Fig. 1: a small window of the routed layout
Scale bar: 20 um. Region (0, 0) to (50, 50) um. Cells in grey, sequential cells in the stronger grey; small squares are vias.
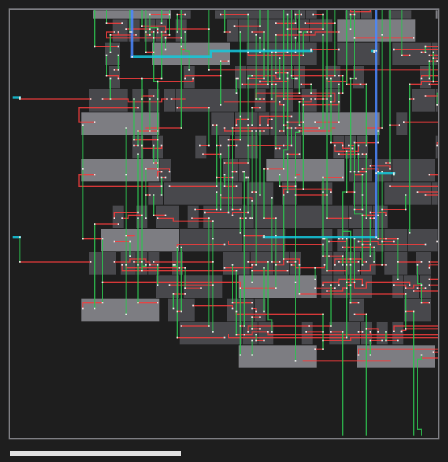
Fig. 2: where the registers sit
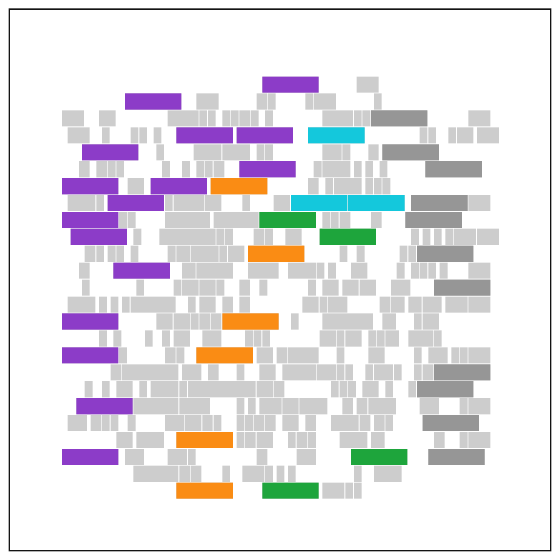
Fig. 3: placement by cell class
Fill, decap, tap and diode cells in grey.
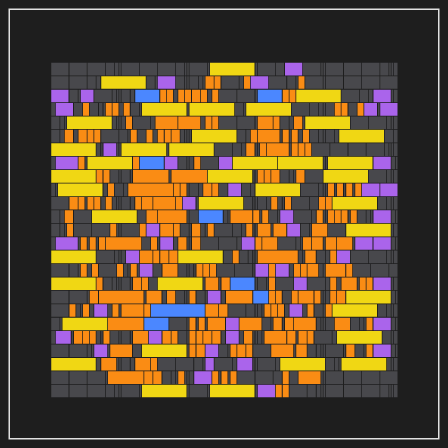
Fig. 4: cell placement
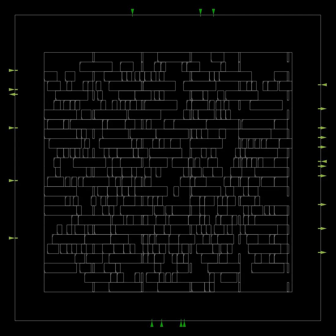
$ cat config.mk
export PLATFORM = sky130hd
export DESIGN_NAME = noise_mixer_flat
export DESIGN_NICKNAME = d
export VERILOG_FILES = /design/src/rtl/noise_mixer_if.sv /design/src/rtl/noise_mixer.sv /design/src/flat_wrapper.sv
export SDC_FILE = /design/constraint.sdc
export NUM_CORES = 1
export LEC_CHECK = 0
export ABC_AREA = 1
export CAP_MARGIN = 20
export CORE_MARGIN = 8
export CORE_UTILIZATION = 45
export DETAILED_ROUTE_END_ITERATION = 8
export GPL_ROUTABILITY_DRIVEN = 0
export PLACE_DENSITY = 0.62
export REMOVE_ABC_BUFFERS = 1
export SYNTH_ARGS = -nofsm -noshare
export SYNTH_HDL_FRONTEND = slang
export SYNTH_SLANG_ARGS = --single-unit
$ cat constraint.sdc
create_clock -name clk_in -period 2.4 [get_ports clk_in]
set_input_delay 0.48 -clock clk_in [delete_from_list [all_inputs] [get_ports clk_in]]
set_output_delay 0.48 -clock clk_in [all_outputs]
set_load 0.02 [all_outputs]
$ cat src/rtl/noise_mixer_if.sv
`default_nettype none
// ============================================================================
//  Module   : noise_mixer_if
//  Brief    : Sample-stream bundle between the signal source / noise
//             generator side (master) and the noise mixer (slave).
//  Revision : 1.0  initial release
// ============================================================================
interface noise_mixer_if #(
    parameter int NOISE_BITS = 4,
    parameter int SIG_BITS   = 4,
    parameter int OUT_BITS   = 6
);
    logic                  ena_in;
    logic [SIG_BITS-1:0]   signal_in;
    logic [NOISE_BITS-1:0] noise_in;
    logic                  noise_start_in;
    logic [1:0]            noise_shift_in;
    logic                  noise_ena_out;
    logic [OUT_BITS-1:0]   sample_out;
    logic                  valid_out;
    logic                  sat_out;
    logic                  frame_out;

    modport master (
        output ena_in, signal_in, noise_in, noise_start_in, noise_shift_in,
        input  noise_ena_out, sample_out, valid_out, sat_out, frame_out
    );

    modport slave (
        input  ena_in, signal_in, noise_in, noise_start_in, noise_shift_in,
        output noise_ena_out, sample_out, valid_out, sat_out, frame_out
    );
endinterface
`default_nettype wire

$ cat src/rtl/noise_mixer.sv
`default_nettype none
// ============================================================================
//  Module   : noise_mixer
//  Brief    : Sliding-window average of LFSR noise (approx. Gaussian),
//             scaled by a run-time arithmetic shift, added to the signal
//             sample and saturated. Two register stages.
//  Revision : 1.0  initial release
// ============================================================================
module noise_mixer #(
    parameter int NOISE_BITS = 4,
    parameter int SIG_BITS   = 4,
    parameter int SUM_LOG2   = 2,
    parameter int OUT_BITS   = 6
) (
    input  logic          clk_in,
    input  logic          rst_in,
    noise_mixer_if.slave  bus
);
    localparam int C_WIN   = 1 << SUM_LOG2;
    localparam int C_SUM_W = NOISE_BITS + SUM_LOG2;
    localparam int C_CNT_W = SUM_LOG2 + 1;
    localparam int C_TOT_W = ((C_SUM_W > SIG_BITS) ? C_SUM_W : SIG_BITS) + 1;
    // One extra bit beyond both the sum width and the output range so the
    // clamp bounds are always representable and compare correctly.
    localparam int C_EXT_W = ((C_TOT_W > OUT_BITS) ? C_TOT_W : OUT_BITS) + 1;

    localparam logic [C_CNT_W-1:0] C_FILL_FULL = C_CNT_W'(C_WIN);
    localparam logic [C_CNT_W-1:0] C_FILL_LAST = C_CNT_W'(C_WIN - 1);
    localparam logic signed [C_EXT_W-1:0] C_SAT_MAX =
        C_EXT_W'((64'sd1 <<< (OUT_BITS - 1)) - 64'sd1);
    localparam logic signed [C_EXT_W-1:0] C_SAT_MIN =
        C_EXT_W'(-(64'sd1 <<< (OUT_BITS - 1)));

    // Stage A state: window (entry 0 newest), running sum, fill counter
    logic signed [NOISE_BITS-1:0] win_q [C_WIN];
    logic signed [C_SUM_W-1:0]    sum_q;
    logic signed [C_SUM_W-1:0]    sum_d;
    logic [C_CNT_W-1:0]           fill_q;
    logic [C_CNT_W-1:0]           fill_d;
    logic                         va_q;
    logic signed [SIG_BITS-1:0]   siga_q;
    logic                         frma_q;

    // Stage B state: registered outputs
    logic signed [OUT_BITS-1:0]   sample_q;
    logic                         valid_q;
    logic                         sat_q;
    logic                         frame_q;

    logic signed [NOISE_BITS-1:0] w_noise;
    logic signed [C_SUM_W-1:0]    w_scaled;
    logic signed [C_EXT_W-1:0]    w_total;
    logic signed [C_EXT_W-1:0]    w_clamped;
    logic                         w_clip;

    assign w_noise = $signed(bus.noise_in);

    // Next running sum and saturating fill count for an enabled sample
    always_comb begin
        sum_d  = sum_q + C_SUM_W'(w_noise) - C_SUM_W'(win_q[C_WIN-1]);
        fill_d = (fill_q == C_FILL_FULL) ? fill_q : fill_q + C_CNT_W'(1);
    end

    // Scale the window sum, add the signal and clamp to the output range
    always_comb begin
        w_scaled  = sum_q >>> bus.noise_shift_in;
        w_total   = C_EXT_W'(w_scaled) + C_EXT_W'(siga_q);
        w_clamped = w_total;
        w_clip    = 1'b0;
        if (w_total > C_SAT_MAX) begin
            w_clamped = C_SAT_MAX;
            w_clip    = 1'b1;
        end else if (w_total < C_SAT_MIN) begin
            w_clamped = C_SAT_MIN;
            w_clip    = 1'b1;
        end
    end

    // Stage A: window shift, sum update and capture of the sample context
    always_ff @(posedge clk_in or posedge rst_in) begin
        if (rst_in) begin
            for (int i = 0; i < C_WIN; i++) begin
                win_q[i] <= '0;
            end
            sum_q  <= '0;
            fill_q <= '0;
            va_q   <= 1'b0;
            siga_q <= '0;
            frma_q <= 1'b0;
        end else begin
            // Valid once this update completes a window of real samples
            va_q <= bus.ena_in & ((fill_q == C_FILL_LAST) | (fill_q == C_FILL_FULL));
            if (bus.ena_in) begin
                win_q[0] <= w_noise;
                for (int i = 1; i < C_WIN; i++) begin
                    win_q[i] <= win_q[i-1];
                end
                sum_q  <= sum_d;
                fill_q <= fill_d;
                siga_q <= $signed(bus.signal_in);
                frma_q <= bus.noise_start_in;
            end
        end
    end

    // Stage B: register the mixed sample; sample/sat hold while not valid
    always_ff @(posedge clk_in or posedge rst_in) begin
        if (rst_in) begin
            sample_q <= '0;
            valid_q  <= 1'b0;
            sat_q    <= 1'b0;
            frame_q  <= 1'b0;
        end else begin
            valid_q <= va_q;
            if (va_q) begin
                sample_q <= OUT_BITS'(w_clamped);
                sat_q    <= w_clip;
                frame_q  <= frma_q;
            end else begin
                frame_q  <= 1'b0;
            end
        end
    end

    assign bus.noise_ena_out = bus.ena_in;
    assign bus.sample_out    = sample_q;
    assign bus.valid_out     = valid_q;
    assign bus.sat_out       = sat_q;
    assign bus.frame_out     = frame_q;

endmodule
`default_nettype wire

$ cat src/flat_wrapper.sv
// flat-port wrapper written by rule: the top's interface ports become plain ports
module noise_mixer_flat 
#(
    parameter int NOISE_BITS = 4,
    parameter int SIG_BITS   = 4,
    parameter int SUM_LOG2   = 2,
    parameter int OUT_BITS   = 6
)
  (clk_in, rst_in, bus_ena_in, bus_signal_in, bus_noise_in, bus_noise_start_in, bus_noise_shift_in, bus_noise_ena_out, bus_sample_out, bus_valid_out, bus_sat_out, bus_frame_out);
  noise_mixer_if #(.NOISE_BITS(NOISE_BITS), .SIG_BITS(SIG_BITS), .OUT_BITS(OUT_BITS)) bus_i ();
  input  logic clk_in;
  input  logic rst_in;
  input wire logic [$bits(bus_i.ena_in)-1:0] bus_ena_in;
  input wire logic [$bits(bus_i.signal_in)-1:0] bus_signal_in;
  input wire logic [$bits(bus_i.noise_in)-1:0] bus_noise_in;
  input wire logic [$bits(bus_i.noise_start_in)-1:0] bus_noise_start_in;
  input wire logic [$bits(bus_i.noise_shift_in)-1:0] bus_noise_shift_in;
  output wire logic [$bits(bus_i.noise_ena_out)-1:0] bus_noise_ena_out;
  output wire logic [$bits(bus_i.sample_out)-1:0] bus_sample_out;
  output wire logic [$bits(bus_i.valid_out)-1:0] bus_valid_out;
  output wire logic [$bits(bus_i.sat_out)-1:0] bus_sat_out;
  output wire logic [$bits(bus_i.frame_out)-1:0] bus_frame_out;
  assign bus_i.ena_in = bus_ena_in;
  assign bus_i.signal_in = bus_signal_in;
  assign bus_i.noise_in = bus_noise_in;
  assign bus_i.noise_start_in = bus_noise_start_in;
  assign bus_i.noise_shift_in = bus_noise_shift_in;
  assign bus_noise_ena_out = bus_i.noise_ena_out;
  assign bus_sample_out = bus_i.sample_out;
  assign bus_valid_out = bus_i.valid_out;
  assign bus_sat_out = bus_i.sat_out;
  assign bus_frame_out = bus_i.frame_out;
  noise_mixer #(.NOISE_BITS(NOISE_BITS), .SIG_BITS(SIG_BITS), .SUM_LOG2(SUM_LOG2), .OUT_BITS(OUT_BITS)) u_core (.clk_in(clk_in), .rst_in(rst_in), .bus(bus_i));
endmodule
==> flow_summary.toml <==
# generated from flow reports
[status]
run_status = "completed"

[die]
pin_count = 24
dieArea_sq_mm = 0.007532
die_height_um = 86.79

[yosys]
synth.top_cells.by_count = "89 x sky130_fd_sc_hd__nand2_1, 40 x sky130_fd_sc_hd__dfrtp_1, 40 x sky130_fd_sc_hd__inv_1"
netlist_logic_family_top = "simple AND/OR/NAND/NOR gates"
ys_warn_count = 0
synth-async-reset-ratio_pct = 100.0
yosysCellCount = 271
post_synth_instance_area_sq_mm = 0.002255
syn_avg_cell_area_sq_um = 8.320
synthCells = 271
netlist.top_cell.by_instances = "sky130_fd_sc_hd__nand2_1"
synth-compound-area-share_pct = 10.04
yosys.area.top_type = "sky130_fd_sc_hd__dfrtp_1"
ys_sh_adder_pct = 13.65
mux_share_pct = 0.4440
synth.top_cell.area_share_pct = 44.40
synth-simple-area-share_pct = 20.09
synth-area-yosys_sq_mm = 0.002255
postSynth.topFlopCell = "sky130_fd_sc_hd__dfrtp_1"
postSynthRegisterBits = 40
post_synth_xor_area_fraction_pct = 3.108

[route]
routed-via-count = 1779
highest_layer = "met4"
first_iter_violations = 53
router_iterations_before_antenna_repair = 4
met2WireLength_um = 2215
route.final.wire_length_um = 4399
routedLengthMet1_um = 1956
vias_per_cell = 4.585
antenna_left = 0
detail_route.wl_per_cell_um = 11.34
drc_errors = 0
wl_met3_um = 156

[pwr]
clock_net_power_mw = 0.583
comb_power_mw = 1.95
power_frac_clock_pct = 16.5
power_leakage_nw = 1.513
max_power_group = "combinational cells"
power_frac_comb_pct = 55.4
total_power_density_per_cell_area_mw_per_mm2 = 1212
total_power_mw = 3.528
total_switching_power_mw = 1.366
ir_worst_vdd_mv = 0.5364
seq_cell_power_mw = 0.990
reg_power_share_pct = 28.1
power.share.switching_pct = 38.71
p_int_mw = 2.163

[clocking]
worst_skew_pair.late_latency_ns = 0.29
clock-root-buffer = "sky130_fd_sc_hd__clkbuf_8"
tritoncts.num_buffers = 5
postCtsResizedCells = 11
post-cts-setup-buffers = 1
cts-htree-levels = 2
cts.sink_count = 40
cts_tree = "yes"
clk_pin_slew_worst_paths_ns = 0.08
hold_buffers = 0

[timing]
slew_headroom_pct = 66.70
maximum_achievable_frequency_mhz = 458.7
worst_pin_slew_ns = 0.4995
timing.final.setup_violations = 0
hold_violations = 0
final-max-slew-violation-count = 0
final.min_clock_period_ns = 2.180
rsz0062_at_grt = "true"
setup-tns-final_ns = 0
finalClockSkew_ns = 0.001568

[place]
place.port_buffers = 23
detailedPlace.worstSlack_ns = -0.4968
place_inst = 379

[global_routing]
top_usage_layer = "met2"
grt_util_met3_pct = 3.875
antenna_found_initial = 0
grt_first_pass_wirelength_um = 8031
grt_util_met1_pct = 14.62
grt_pass1_vias = 1824
grt_max_degree = 41
globalRouteOverflowTotal = 0
grt_use_met2_pct = 24.08
grt.total_usage_pct = 13.42

[worst_setup_path]
critical_path.endpoint = "u_core.sum_q[5]$_DFFE_PP0P_"
slowest_stage_delay_cp_ns = 0.55
r2r_cells = 15
critical-path-slowest-cell = "sky130_fd_sc_hd__fa_1"
worstSetupStartpoint = "bus_noise_in[3]"
arrival_ns = 2.35
worst_path_most_repeated_cell = "sky130_fd_sc_hd__nand2_1"
cp_cell_sequence = "dlygate4sd2_1, inv_2, fa_1, inv_1, ha_1, nand2_1, nor2_2, nand2_1, o211ai_1, or2_4, nand3_1, o21ai_0"
crit_type = "input port to flop"
critical_path_peak_fanout = 3
critical_path_depth = 12
rrSetupSlack_ns = 0.23
critPathCaptureType = "flop"
crit_start_category = "input port"
critical_path.reg2reg.startpoint = "u_core.sum_q[3]$_DFFE_PP0P_"
critPathRequiredTime_ns = 2.57
timing.critical_path.max_delay_family = "adder cells"
path_buffers = 3

[final_layout]
final-clk-cell-share_pct = 4.168
layout.area.top_class = "combinational gates"
non_clock_buffer_count = 49
non_clock_inverter_count = 41
syn_to_final_growth_pct = 29.13
non_clock_buffer_area_share_pct = 14.53
n_clock_buffer = 6
final_cell_count_no_fill = 388
registers.top_by_ff_count = "u_core.win_q"
layout_top_cells_excl_fill_tap = "88 x sky130_fd_sc_hd__nand2_1, 40 x sky130_fd_sc_hd__dfrtp_1, 37 x sky130_fd_sc_hd__inv_1"
seq_area_sq_mm = 0.001001
final_common_cell = "sky130_fd_sc_hd__nand2_1"
final_design_area_no_fill_sq_mm = 0.002912
comb_share_pct = 38.76
seq_area_share_pct = 34.38
finalNetCount = 355
multi_input_comb_area_sq_mm = 0.001129
final_layout_size_suffix_gt1_share_pct = 17.45
num_antenna_cells = 0

[hold_path]
holdPathStages = 3
whs_endpoint = "u_core.win_q[14]$_DFFE_PP0P_"
timing.hold.worst.start = "bus_noise_in[2]"
worst_hold_path_type = "input port to flop"

[run]
max_cap_viol_count = 0
tool_warnings = 28
## Picture notes: Fig. 1
green -> metal 2
cyan -> metal 3
red -> metal 1
blue -> metal 4
netlist names of flops here include = `u_core.sum_q` (5), `u_core.win_q` (5)
cells with their middle in the window = 126
most frequent = nand2_1 (30), inv_1 (17)
sequential cells in the window = 11

## Picture notes: Fig. 2
orange -> `u_core.sum_q`  # flops 6
green -> `u_core.siga_q`  # flops 4
cyan -> `u_core.fill_q`  # flops 3
purple -> `u_core.win_q`  # flops 16

## Picture notes: Fig. 3
yellow -> flops  # cells 40, share of their area 35%
orange -> combinational and other logic  # cells 224, share of their area 45%
blue -> clock drivers and dummy loads  # cells 8, share of their area 4.3%
purple -> other buffers and delay cells  # cells 49, share of their area 15%

## Picture notes: Fig. 4
tap cell count: 67
Site Rows: 25
Core Footprint: 0.004786 sq mm
number of fillers in the final layout: 434
flip-flops: 40

